File: config.mk
export PLATFORM = sky130hd
export DESIGN_NAME = snn_run_ctrl_flat
export DESIGN_NICKNAME = d
export VERILOG_FILES = /design/src/rtl/snn_run_ctrl_if.sv /design/src/rtl/snn_run_ctrl.sv /design/src/flat_wrapper.sv
export SDC_FILE = /design/constraint.sdc
export NUM_CORES = 1
export LEC_CHECK = 0
export CAP_MARGIN = 20
export CELL_PAD_IN_SITES_DETAIL_PLACEMENT = 1
export CELL_PAD_IN_SITES_GLOBAL_PLACEMENT = 1
export CORE_UTILIZATION = 33
export DETAILED_ROUTE_END_ITERATION = 8
export PLACE_DENSITY = 0.84
export SLEW_MARGIN = 20
export SYNTH_ARGS = -nofsm -noshare
export SYNTH_HDL_FRONTEND = slang
export SYNTH_SLANG_ARGS = --single-unit
File: constraint.sdc
create_clock -name clk -period 3.5 [get_ports clk]
set_clock_uncertainty 0.2 [all_clocks]
set_input_delay 0.7 -clock clk [delete_from_list [all_inputs] [get_ports clk]]
set_output_delay 0.7 -clock clk [all_outputs]
set_load 0.005 [all_outputs]
File: src/rtl/snn_run_ctrl_if.sv
// Signal bundle between the SNN run sequencer and its host, event memory, core and spike sink.
// master is the sequencer; slave is the environment around it.
interface snn_run_ctrl_if #(
    parameter int F  = 48,
    parameter int N  = 96,
    parameter int TW = 16
);
    logic          start;
    logic          abort;
    logic [TW-1:0] num_steps;
    logic          busy;
    logic          done;
    logic          ev_rd_en;
    logic [TW-1:0] ev_rd_addr;
    logic [F-1:0]  ev_rd_data;
    logic          core_clear;
    logic          core_tick;
    logic [F-1:0]  core_event_vec;
    logic [N-1:0]  core_spikes;
    logic          spk_valid;
    logic          spk_ready;
    logic [N-1:0]  spk_data;
    logic [TW-1:0] spk_step;
    logic [31:0]   spike_total;

    modport master (
        input  start, abort, num_steps, ev_rd_data, core_spikes, spk_ready,
        output busy, done, ev_rd_en, ev_rd_addr, core_clear, core_tick,
               core_event_vec, spk_valid, spk_data, spk_step, spike_total
    );

    modport slave (
        output start, abort, num_steps, ev_rd_data, core_spikes, spk_ready,
        input  busy, done, ev_rd_en, ev_rd_addr, core_clear, core_tick,
               core_event_vec, spk_valid, spk_data, spk_step, spike_total
    );
endinterface

File: src/rtl/snn_run_ctrl.sv
// SNN run sequencer: clears the core, then fetches/loads/ticks/captures T timesteps and streams spike rows.
// Define SNN_SPIKE_COUNT_EN to build the saturating per-run spike counter (spike_total).
//
// state | meaning
// IDLE  | waiting for start, num_steps latched on accept
// CLEAR | pulse core_clear, reset step index and spike count
// FETCH | issue event-memory read for step t
// LOAD  | register returned event vector towards the core
// TICK  | one-cycle core timestep enable
// CAPT  | capture core spikes into the output row
// ACK   | hold spike row until the sink takes it
// DONE  | completion pulse, event vector cleared
module snn_run_ctrl #(
    parameter int F  = 48,
    parameter int N  = 96,
    parameter int TW = 16
) (
    input  logic           clk,
    input  logic           rstn,
    snn_run_ctrl_if.master bus
);
    typedef enum logic [2:0] {
        S_IDLE,
        S_CLEAR,
        S_FETCH,
        S_LOAD,
        S_TICK,
        S_CAPT,
        S_ACK,
        S_DONE
    } state_t;

    state_t        state;
    state_t        state_nx;
    logic [TW-1:0] t_q;
    logic [TW-1:0] num_q;
    logic          busy_q;
    logic          done_q;
    logic          ev_rd_en_q;
    logic          core_clear_q;
    logic          core_tick_q;
    logic          spk_valid_q;
    logic [F-1:0]  ev_vec_q;
    logic [N-1:0]  spk_data_q;
    logic [TW-1:0] spk_step_q;
    logic          run_req;
    logic          abort_run;
    logic          last_step;
    logic          handshake;

    assign run_req   = bus.start && !bus.abort;
    assign abort_run = bus.abort && (state != S_IDLE);
    assign last_step = (t_q == num_q - TW'(1));
    assign handshake = (state == S_ACK) && spk_valid_q && bus.spk_ready;

    always_ff @(posedge clk or negedge rstn) begin
        if (!rstn) begin
            state <= S_IDLE;
        end else begin
            state <= state_nx;
        end
    end

    always_comb begin
        state_nx = state;
        case (state)
            S_IDLE: begin
                if (run_req) begin
                    state_nx = (bus.num_steps == '0) ? S_DONE : S_CLEAR;
                end
            end
            S_CLEAR: state_nx = S_FETCH;
            S_FETCH: state_nx = S_LOAD;
            S_LOAD:  state_nx = S_TICK;
            S_TICK:  state_nx = S_CAPT;
            S_CAPT:  state_nx = S_ACK;
            S_ACK: begin
                if (handshake) begin
                    state_nx = last_step ? S_DONE : S_FETCH;
                end
            end
            S_DONE:  state_nx = S_IDLE;
            default: state_nx = S_IDLE;
        endcase
        if (abort_run) begin
            state_nx = S_IDLE;
        end
    end

    // Strobes are registered from the next state so each is high exactly while its state is current.
    always_ff @(posedge clk or negedge rstn) begin
        if (!rstn) begin
            busy_q       <= 1'b0;
            done_q       <= 1'b0;
            ev_rd_en_q   <= 1'b0;
            core_clear_q <= 1'b0;
            core_tick_q  <= 1'b0;
        end else begin
            busy_q       <= (state_nx != S_IDLE);
            done_q       <= (state_nx == S_DONE);
            ev_rd_en_q   <= (state_nx == S_FETCH);
            core_clear_q <= (state_nx == S_CLEAR);
            core_tick_q  <= (state_nx == S_TICK);
        end
    end

    always_ff @(posedge clk or negedge rstn) begin
        if (!rstn) begin
            t_q         <= '0;
            num_q       <= '0;
            ev_vec_q    <= '0;
            spk_valid_q <= 1'b0;
            spk_data_q  <= '0;
            spk_step_q  <= '0;
        end else begin
            case (state)
                S_IDLE: begin
                    if (run_req) begin
                        num_q <= bus.num_steps;
                    end
                end
                S_CLEAR: t_q <= '0;
                S_LOAD:  ev_vec_q <= bus.ev_rd_data;
                S_CAPT: begin
                    spk_data_q  <= bus.core_spikes;
                    spk_step_q  <= t_q;
                    spk_valid_q <= 1'b1;
                end
                S_ACK: begin
                    if (handshake) begin
                        spk_valid_q <= 1'b0;
                        if (!last_step) begin
                            t_q <= t_q + TW'(1);
                        end
                    end
                end
                S_DONE:  ev_vec_q <= '0;
                default: ;
            endcase
            if (abort_run) begin
                spk_valid_q <= 1'b0;
                ev_vec_q    <= '0;
            end
        end
    end

    assign bus.busy           = busy_q;
    assign bus.done           = done_q;
    assign bus.ev_rd_en       = ev_rd_en_q;
    assign bus.ev_rd_addr     = t_q;
    assign bus.core_clear     = core_clear_q;
    assign bus.core_tick      = core_tick_q;
    assign bus.core_event_vec = ev_vec_q;
    assign bus.spk_valid      = spk_valid_q;
    assign bus.spk_data       = spk_data_q;
    assign bus.spk_step       = spk_step_q;

`ifdef SNN_SPIKE_COUNT_EN
    logic [31:0] spike_total_q;
    logic [32:0] spike_sum;

    function automatic logic [31:0] popcount(input logic [N-1:0] v);
        logic [31:0] c;
        c = '0;
        for (int i = 0; i < N; i++) begin
            c = c + 32'(v[i]);
        end
        return c;
    endfunction

    assign spike_sum = {1'b0, spike_total_q} + {1'b0, popcount(bus.core_spikes)};

    always_ff @(posedge clk or negedge rstn) begin
        if (!rstn) begin
            spike_total_q <= '0;
        end else if (state == S_CLEAR) begin
            spike_total_q <= '0;
        end else if (state == S_CAPT) begin
            spike_total_q <= spike_sum[32] ? '1 : spike_sum[31:0];
        end
    end

    assign bus.spike_total = spike_total_q;
`else
    assign bus.spike_total = '0;
`endif

endmodule

File: src/flat_wrapper.sv
// flat-port wrapper written by rule: the top's interface ports become plain ports
module snn_run_ctrl_flat 
#(
    parameter int F  = 48,
    parameter int N  = 96,
    parameter int TW = 16
)
  (clk, rstn, bus_start, bus_abort, bus_num_steps, bus_ev_rd_data, bus_core_spikes, bus_spk_ready, bus_busy, bus_done, bus_ev_rd_en, bus_ev_rd_addr, bus_core_clear, bus_core_tick, bus_core_event_vec, bus_spk_valid, bus_spk_data, bus_spk_step, bus_spike_total);
  snn_run_ctrl_if #(.F(F), .N(N), .TW(TW)) bus_i ();
  input  logic clk;
  input  logic rstn;
  input wire logic [$bits(bus_i.start)-1:0] bus_start;
  input wire logic [$bits(bus_i.abort)-1:0] bus_abort;
  input wire logic [$bits(bus_i.num_steps)-1:0] bus_num_steps;
  input wire logic [$bits(bus_i.ev_rd_data)-1:0] bus_ev_rd_data;
  input wire logic [$bits(bus_i.core_spikes)-1:0] bus_core_spikes;
  input wire logic [$bits(bus_i.spk_ready)-1:0] bus_spk_ready;
  output wire logic [$bits(bus_i.busy)-1:0] bus_busy;
  output wire logic [$bits(bus_i.done)-1:0] bus_done;
  output wire logic [$bits(bus_i.ev_rd_en)-1:0] bus_ev_rd_en;
  output wire logic [$bits(bus_i.ev_rd_addr)-1:0] bus_ev_rd_addr;
  output wire logic [$bits(bus_i.core_clear)-1:0] bus_core_clear;
  output wire logic [$bits(bus_i.core_tick)-1:0] bus_core_tick;
  output wire logic [$bits(bus_i.core_event_vec)-1:0] bus_core_event_vec;
  output wire logic [$bits(bus_i.spk_valid)-1:0] bus_spk_valid;
  output wire logic [$bits(bus_i.spk_data)-1:0] bus_spk_data;
  output wire logic [$bits(bus_i.spk_step)-1:0] bus_spk_step;
  output wire logic [$bits(bus_i.spike_total)-1:0] bus_spike_total;
  assign bus_i.start = bus_start;
  assign bus_i.abort = bus_abort;
  assign bus_i.num_steps = bus_num_steps;
  assign bus_i.ev_rd_data = bus_ev_rd_data;
  assign bus_i.core_spikes = bus_core_spikes;
  assign bus_i.spk_ready = bus_spk_ready;
  assign bus_busy = bus_i.busy;
  assign bus_done = bus_i.done;
  assign bus_ev_rd_en = bus_i.ev_rd_en;
  assign bus_ev_rd_addr = bus_i.ev_rd_addr;
  assign bus_core_clear = bus_i.core_clear;
  assign bus_core_tick = bus_i.core_tick;
  assign bus_core_event_vec = bus_i.core_event_vec;
  assign bus_spk_valid = bus_i.spk_valid;
  assign bus_spk_data = bus_i.spk_data;
  assign bus_spk_step = bus_i.spk_step;
  assign bus_spike_total = bus_i.spike_total;
  snn_run_ctrl #(.F(F), .N(N), .TW(TW)) u_core (.clk(clk), .rstn(rstn), .bus(bus_i));
endmodule
==> job_summary.md, run 1 <==
## Synthesis and layout report

| Metric | Value |
|---|---|
| Status | completed |
| Post-Syn Area | around 0.009 sq mm |
| Antenna cells | 0 |
| Setup Buffers After CTS | 0 |
| Die width | around 170 um |
| CP startpoint kind | flip-flop |
| Basic Gates by Area | 0.1319 |
| Core area | 0.02695 sq mm |
| Tapcells | 341 |
| Skew-Pair Late Insertion Delay | 0.51 ns |
| Max VDD drop | 456.6 uV |
| R2R Path End | u_core.bus.busy$_DFF_PN0_ |
| RSZ-0062 raised after global routing | no |
| Yosys stat chip area | 0.009050 sq mm |
| Pwr Total | 0.01075 W |
| Most numerous cell in the Yosys netlist | dfrtp_1 |
| Asr flop ratio synth | 1.000 |
| Min setup slack post-route | 0.2322 ns |
| Final Max Slew Viols | 0 |
| Sequential cell area share | 0.3707 |
| Routing usage on met1 | 0.2314 |
| Cell count listed in synth_stat.txt | roughly 760 |
| Commonest flop | dfrtp_1 |
| Post-CTS sizing | 0 |
| CTS buffer count | 25 |
| Crit path max-delay cell type | nor4_4 |
| Worst hold start | u_core.bus.spk_data[3]$_DFFE_PN0N_ |
| WP data arrival | roughly 3.5 ns |
| AO/OA Area Share | 0.07604 |
| Nonclk inv count | 10 |
| Layout cells sized above 1 | 0.1804 |
| Synth flops | 201 |
| Dominant cell area share | 0.5558 |
| Reg2Reg Setup Slack | 0.23 ns |
| Synth cell count leaders | 201 x dfrtp_1, 125 x mux2_2, 67 x nor2_1, 59 x a21oi_1, 48 x nor2b_1 |
| Final core occ | 0.5035 |
| Switching pwr | between 0.003 and 0.004 W |
| Dpl ws | between 0.2 and 0.3 ns |
| Placed cell areas | 0.01279 sq mm |
| Clock buf/inv share | 0.05671 |
| FP Util | 0.3358 |
| Count of library flops with an enable pin | 0 |
| Fmax | 306.0 MHz |
| Delay-heaviest family, CP | simple AND/OR/NAND/NOR gates |
| Layout net count | between 1k and 1.5k |
| Syn_area_per_cell | 11.92 sq um |
| Synth mux share | 0.1566 |
| Final hold violations | 0 |
| Residual DRC | 0 |
| Critical R2R Launch | u_core.num_q[2]$_DFFE_PN0P_ |
| Hold Crit Endpoint | u_core.bus.spk_data[3]$_DFFE_PN0N_ |
| Worst r2r path cells | 9 |
| Crit. End Element | flip-flop |
| Clock network power share | 0.227 |
| CTS Sinks | 201 |
| Setup CP Type | reg -> reg |
| Layout area overhead | 49.94% |
| Seq pwr | between 0.003 and 0.004 W |
| Flop pwr share | 0.363 |
| Max Cap Viol | 0 |
| CP max FO | 22 |
| Largest net degree at the start of global routing | 73 |
| Synth logic family | multiplexers |
| GRT overflow | 0 |
Figure 1. Signal wires by layer (run 1).
Scale bar: 50 um.
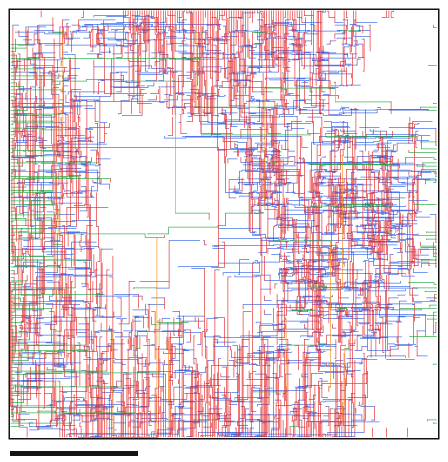
Key: met3 = green [wire length 2,340 um]; met2 = red [wire length 16,100 um]; met4 = orange [wire length 834 um]; met1 = blue [wire length 10,800 um]
final WL: 30,010 um
vias: 7,217
drt wl/cell: 20.54 um
Global Route Usage Sum: 0.2119

Figure 2. Gate families picked out (run 1).
Scale bar: 50 um.
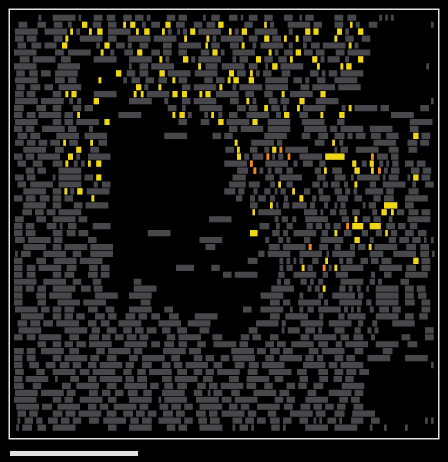
Key: inverters = orange [cells 10]; NOR gates = yellow [cells 132]
Final Instance Count excl. Fillers: 1,461
logic share of the area: 0.2711
most frequent logic cell in the layout: clkdlybuf4s50_1

Figure 3. Metal 4 (run 1).
Scale bar: 50 um.
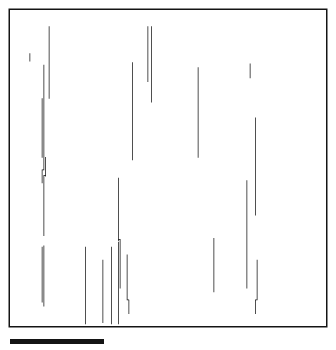
The longest straight run is 57.1 um. The wires run mostly vertical. The layer holds 2.8% of the routed length.

Figure 4. Cell outlines without signal wires (run 1).
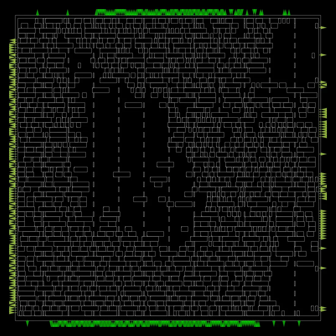

--- run 2 (diff from run 1) ---
CORE_AREA = 2 2 145 147   (was unset)
CORE_UTILIZATION = unset   (was 33)
DIE_AREA = 0 0 147 149   (was unset)
DONT_BUFFER_PORTS = 1   (was unset)
GPL_ROUTABILITY_DRIVEN = 0   (was unset)
PLACE_DENSITY = 0.77   (was 0.84)
Figure 5. Cell outlines without signal wires (run 2).
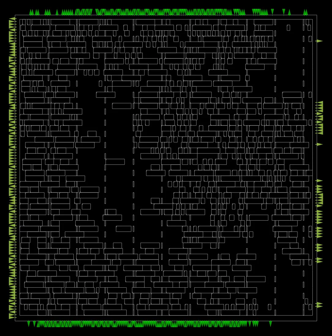
standard-cell rows: 53
Filler cells: 2,154
final core occ: 0.4842
core area: 0.02056 sq mm
Final Instance Count excl. Fillers: 1,048

Figure 6. Placed cells, one color a class (run 2).
Scale bar: 50 um. Fill, decap, tap and diode cells in gray.
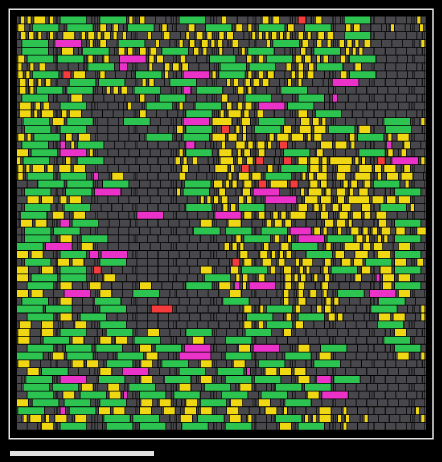
Key: all other logic = yellow [cells 516]; flip-flops = green [cells 201]; clock drivers and dummy loads = magenta [cells 41]; other buffers and delay cells = red [cells 13]
Finished Cell Area: 0.009955 sq mm
sequential cell area share: 0.5053

==> job_summary.md, run 2 <==
## Synthesis and layout report

| Metric | Value |
|---|---|
| Status | complete, but fails checks |
| Failing checks | negative hold slack |
| Count of library flops with an enable pin | 0 |
| Vias | 5,946 |
| Min setup slack post-route | 0.2479 ns |
| RSZ-0062 raised after global routing | no |
| Top Usage Layer GRT | met2 |
| Flop pwr share | 0.473 |
| Post-CTS sizing | 0 |
| Cell count listed in synth_stat.txt | 759 |
| Skew-Pair Late Insertion Delay | 0.52 ns |
| Routing usage on met1 | 0.2355 |
| Crit. Startpoint | u_core.num_q[3]$_DFFE_PN0P_ |
| Clk buf depth | 3 |
| CTS Sinks | 201 |
| Setup CP Type | reg -> reg |
| Layout area overhead | 9.996% |
| AO/OA Area Share | 0.07604 |
| Clock buf/inv share | 0.07554 |
| Largest net degree at the start of global routing | approximately 200 |
| Max VDD drop | approximately 530 uV |
| CP max FO | 19 |
| Via/cell ratio | 5.674 |
| CP startpoint kind | flip-flop |
| Nonclk inv count | 10 |
| Antenna cells | 2 |
| Syn_area_per_cell | 11.92 sq um |
| Final hold violations | 201 |
| Setup Buffers After CTS | 0 |
| Dpl ws | approximately 0.24 ns |
| WP data arrival | roughly 3.5 ns |
| Yosys stat chip area | a little over 0.009 sq mm |
| Synth flops | 201 |
| Residual DRC | 0 |
| Die width | ~150 um |
| Synth mux share | 0.1566 |
| Synth cell count leaders | 201 x dfrtp_1, 125 x mux2_2, 67 x nor2_1, 59 x a21oi_1, 48 x nor2b_1 |
| Asr flop ratio synth | 1.000 |
| Layout net count | 927 |
| Commonest flop | dfrtp_1 |
| Most numerous cell in the Yosys netlist | dfrtp_1 |
| Pwr Total | slightly below 0.009 W |
| Tapcells | 275 |
| Hold WS | -0.3228 ns |
| Global Route Usage Sum | 0.2217 |
| Critical R2R Launch | u_core.num_q[3]$_DFFE_PN0P_ |
| Worst-Margin Slew | 0.8290 ns |
| FP Util | 0.4402 |
| H-tree Lvls | 1 |
| Drt wl/cell | 24.07 um |
| Max Cap Viol | 0 |
| Post-Syn Area | roughly 0.009 sq mm |
| Synth logic family | multiplexers |
| Dominant cell area share | 0.5558 |
| Layout cells sized above 1 | 0.2607 |
| Seq pwr | 0.00423 W |
| Final WL | 25,230 um |
| R2R Path End | u_core.bus.busy$_DFF_PN0_ |
| Clock network power share | 0.269 |
Figure 7. Gate families picked out (run 2).
Scale bar: 50 um.
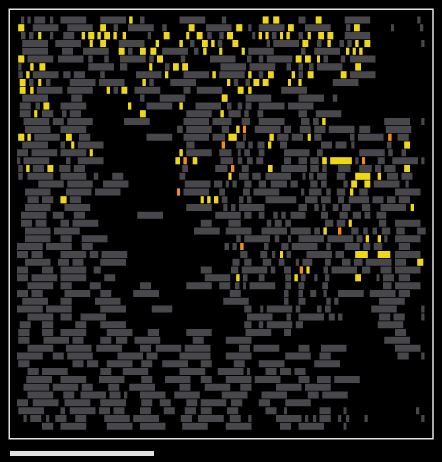
Key: NOR gates = yellow [cells 132]; inverters = orange [cells 10]
logic share of the area: 0.3693
most frequent logic cell in the layout: dfrtp_1

Power and IR drop assume default switching activity.
